$ cat config.mk
export PLATFORM = sky130hd
export DESIGN_NAME = uart_matrix_loader
export DESIGN_NICKNAME = d
export VERILOG_FILES = /design/src/rtl/uart_matrix_loader.sv
export SDC_FILE = /design/constraint.sdc
export NUM_CORES = 1
export LEC_CHECK = 0
export CAP_MARGIN = 15
export CORE_UTILIZATION = 50
export CTS_CLUSTER_SIZE = 8
export DETAILED_ROUTE_END_ITERATION = 6
export HOLD_SLACK_MARGIN = 0.03
export PLACE_DENSITY = 0.88
export SLEW_MARGIN = 20
export SYNTH_ARGS = -nofsm -noshare
export SYNTH_HDL_FRONTEND = slang
export SYNTH_SLANG_ARGS = --single-unit
$ cat constraint.sdc
create_clock -name clk -period 3.75 [get_ports clk]
set_clock_uncertainty 0.05 [all_clocks]
set_input_delay 0.75 -clock clk [delete_from_list [all_inputs] [get_ports clk]]
set_output_delay 0.75 -clock clk [all_outputs]
set_load 0.005 [all_outputs]
$ cat src/rtl/uart_matrix_loader.sv
// Parses ASCII hex tokens from the UART receive stream and writes each token as
// one SRAM word, filling N_MAT square matrices in column-major order.
module uart_matrix_loader #(
  parameter int M_SIZE     = 4,
  parameter int N_MAT      = 2,
  parameter int DATA_WIDTH = 18,
  parameter int ADDR_WIDTH = 11,
  parameter int MAX_DIGITS = 4,
  localparam int TOTAL     = N_MAT * M_SIZE * M_SIZE,
  localparam int WC_W      = $clog2(TOTAL + 1)
) (
  input  logic                  clk,
  input  logic                  reset_n,
  input  logic                  start,
  input  logic                  rx_valid,
  input  logic [7:0]            rx_byte,
  input  logic                  rx_error,
  output logic                  sram_we,
  output logic [ADDR_WIDTH-1:0] sram_addr,
  output logic [DATA_WIDTH-1:0] sram_data,
  output logic                  busy,
  output logic                  done,
  output logic                  err,
  output logic [WC_W-1:0]       word_count,
  output logic [1:0]            dbg_state
);

  localparam int ACC_W = 4 * MAX_DIGITS;
  localparam int DC_W  = $clog2(MAX_DIGITS + 1);
  localparam logic [ADDR_WIDTH-1:0] M_A  = ADDR_WIDTH'(M_SIZE);
  localparam logic [ADDR_WIDTH-1:0] MM_A = ADDR_WIDTH'(M_SIZE * M_SIZE);

  typedef enum logic [1:0] {IDLE, LOAD, DONE, ERROR} state_t;

  // Input handshake: rx_valid is a single-cycle qualifier for rx_byte with no
  // backpressure; every accepted byte is fully handled in the cycle it arrives.

  state_t                state_q, state_d;
  logic [ACC_W-1:0]      acc_q, acc_d;
  logic [DC_W-1:0]       dig_q, dig_d;
  logic [WC_W-1:0]       wc_q, wc_d;
  logic                  we_q, we_d;
  logic [ADDR_WIDTH-1:0] addr_q, addr_d;
  logic [DATA_WIDTH-1:0] data_q, data_d;
  logic                  busy_q, busy_d, done_q, done_d, err_q, err_d;

  logic                  is_hex, is_sep;
  logic [3:0]            nibble;
  logic [ADDR_WIDTH-1:0] w_a, word_addr;

  always_comb begin
    is_hex = 1'b0;
    nibble = 4'd0;
    if (rx_byte >= 8'h30 && rx_byte <= 8'h39) begin
      is_hex = 1'b1;
      nibble = rx_byte[3:0];
    end else if ((rx_byte >= 8'h41 && rx_byte <= 8'h46) ||
                 (rx_byte >= 8'h61 && rx_byte <= 8'h66)) begin
      is_hex = 1'b1;
      nibble = rx_byte[3:0] + 4'd9;
    end
    is_sep = (rx_byte == 8'h20) || (rx_byte == 8'h09) || (rx_byte == 8'h2C) ||
             (rx_byte == 8'h0D) || (rx_byte == 8'h0A);
  end

  // Text arrives row-major; the multiply engine reads each matrix column-major.
  always_comb begin
    w_a       = ADDR_WIDTH'(wc_q);
    word_addr = (w_a / MM_A) * MM_A + (w_a % M_A) * M_A + (w_a % MM_A) / M_A;
  end

  always_comb begin
    state_d = state_q;
    acc_d   = acc_q;
    dig_d   = dig_q;
    wc_d    = wc_q;
    we_d    = 1'b0;
    addr_d  = addr_q;
    data_d  = data_q;
    if (start) begin
      state_d = LOAD;
      acc_d   = '0;
      dig_d   = '0;
      wc_d    = '0;
    end else if (state_q == LOAD) begin
      if (rx_error) begin
        state_d = ERROR;
        acc_d   = '0;
        dig_d   = '0;
      end else if (rx_valid) begin
        if (is_hex) begin
          if (dig_q < DC_W'(MAX_DIGITS)) begin
            acc_d = {acc_q[ACC_W-5:0], nibble};
            dig_d = dig_q + DC_W'(1);
          end else begin
            state_d = ERROR;
            acc_d   = '0;
            dig_d   = '0;
          end
        end else if (is_sep) begin
          if (dig_q != '0) begin
            we_d   = 1'b1;
            addr_d = word_addr;
            data_d = DATA_WIDTH'(acc_q);
            wc_d   = wc_q + WC_W'(1);
            acc_d  = '0;
            dig_d  = '0;
            if (wc_q + WC_W'(1) == WC_W'(TOTAL)) state_d = DONE;
          end
        end else begin
          state_d = ERROR;
          acc_d   = '0;
          dig_d   = '0;
        end
      end
    end
    busy_d = (state_d == LOAD);
    done_d = (state_d == DONE);
    err_d  = (state_d == ERROR);
  end

  always_ff @(posedge clk or negedge reset_n) begin
    if (!reset_n) begin
      state_q <= IDLE;
      acc_q   <= '0;
      dig_q   <= '0;
      wc_q    <= '0;
      we_q    <= 1'b0;
      addr_q  <= '0;
      data_q  <= '0;
      busy_q  <= 1'b0;
      done_q  <= 1'b0;
      err_q   <= 1'b0;
    end else begin
      state_q <= state_d;
      acc_q   <= acc_d;
      dig_q   <= dig_d;
      wc_q    <= wc_d;
      we_q    <= we_d;
      addr_q  <= addr_d;
      data_q  <= data_d;
      busy_q  <= busy_d;
      done_q  <= done_d;
      err_q   <= err_d;
    end
  end

  assign sram_we    = we_q;
  assign sram_addr  = addr_q;
  assign sram_data  = data_q;
  assign busy       = busy_q;
  assign done       = done_q;
  assign err        = err_q;
  assign word_count = wc_q;
  assign dbg_state  = state_q;

endmodule

Figure 1. Signal wires on met1.
The bar under the picture is 20 um long. Supply wires on this layer in gray.
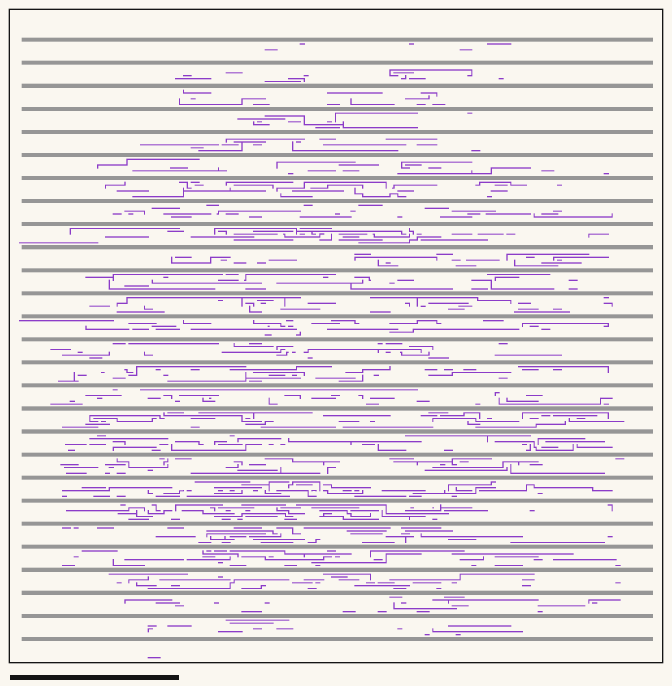
longest straight run: 32.7 um
wire length on this layer: 2,320 um
share of all routed wire: 45%
Post-Route WL: 5110 um
GR Layer Usage met1: 25.2%
Vias: 1,839

Figure 2. Met2 routing.
Cells faint in the background.
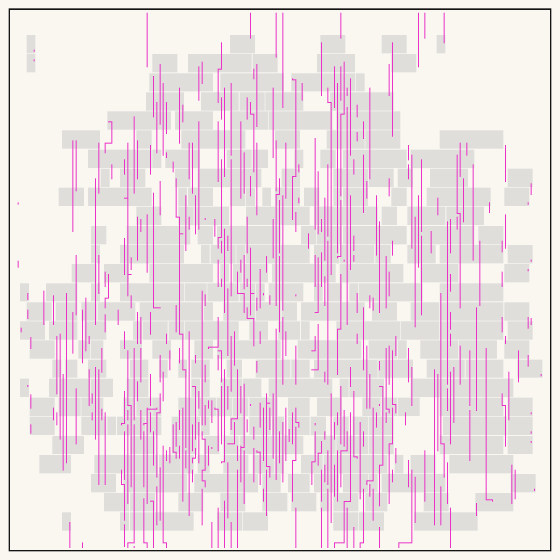
wire length on this layer: 2,520 um
nets with wire on the layer: 265
longest straight run: 30.9 um
share of all routed wire: 49%
main direction: vertical
met2 Usage GRT: 29.6%

==> impl_metrics.toml <==
# synthesis and place-and-route metrics
[outcome]
status = "finished, final reports clean"

[logic_synthesis]
edf_count = 0
syn-cell-area_um2 = 2810
yosysUniqueCellTypes = 48
largest_area_cell = "dfrtp_1"
synth_async_sr_flop_share_pct = 100
yosysMostFrequentCell = "dfrtp_1"
yosysWarnings = 0
ys_sh_simple_pct = 15.4
ys_ff = 53
yosys.stat.seqShare_pct = 47.2
yosys-stat-area_um2 = 2810
ys_sh_aoi_pct = 6.24
syn_avg_cell_area_um2 = 11.9
ys_sh_adder_pct = 3.12

[finish]
lay_top_cells = "53 x dfrtp_1, 45 x clkdlybuf4s50_1, 21 x nand2_1, 21 x nand2b_1"
stdcell_count = 351
buffer_area_share_pct = 14.7
nNonClkBuffers = 51
comb_area_share_pct = 39.9
final_util_pct = 63.5
logic_area_um2 = 1330
nClkBuffers = 6
regArea_um2 = 1330
inv_count = 4
nets = 301
top_area_cell_class = "combinational gates"
final_cell_area_um2 = 3350

[critical_path]
crit_end = "sram_data[10]$_DFFE_PN0P_"
worst_setup_path_start_kind = "input port"
ff2ff_path_depth = 7
crit_cells = 9
timing.rr.end = "sram_addr[1]$_DFFE_PN0P_"
path_delay_family = "buffers and inverters"
cpPeakStageDelay_ps = 570
critPathBufInv = 3
crit_type = "input port to flop"
r2r_slack_ps = 1730

[routing]
final_antenna_net_count = 0
drc = 0
wl_per_cell_um = 14.5
top_layer = "met4"
wl_met2_um = 2520
drtPass1Iterations = 4

[flow_run]
warning_count = 30
cap_viol_max_count = 0

[min_path]
holdPathEnd = "sram_data[7]$_DFFE_PN0P_"
holdPathStages = 1

[grt]
grt_max_degree = 43
grt_antenna_before_repair = 0
grt_use_met3_pct = 3.93
grt-busiest-layer = "met2"
grt_util_all_layers_pct = 18.6

[clock_tree]
tritoncts = "done"
cts_made_buffers = 5
postCtsSetupBuffers = 0
insertion_delay_ps = 300
h-tree-depth = 2

[power_and_ir_drop]
clkPwrFrac_pct = 32.4
combPwrFrac_pct = 9.2
p_sw_uw = 224
pg_comb_uw = 90.3
power_leader = "sequential cells"
sw_frac_of_total_pct = 22.7
peakVddDrop_mv = 0.153
pg_clk_uw = 319
pwr_density_cell_nw_per_um2 = 294
pwr-share-seq_pct = 58.5

[sta]
timing.final.ws_setup_ps = 728
setup_viol = 0
fmax_mhz = 331
finalCritPeriodShare_pct = 80.6
worstMarginPinSlew_ps = 912

[floorplan]
row_count = 26
io_pins = 54
dieArea_um2 = 5920
die_x_um = 77.0

[placement]
dp_cells = 344
post-place-ws_ps = 418
Power is estimated from default activity; no workload was simulated.
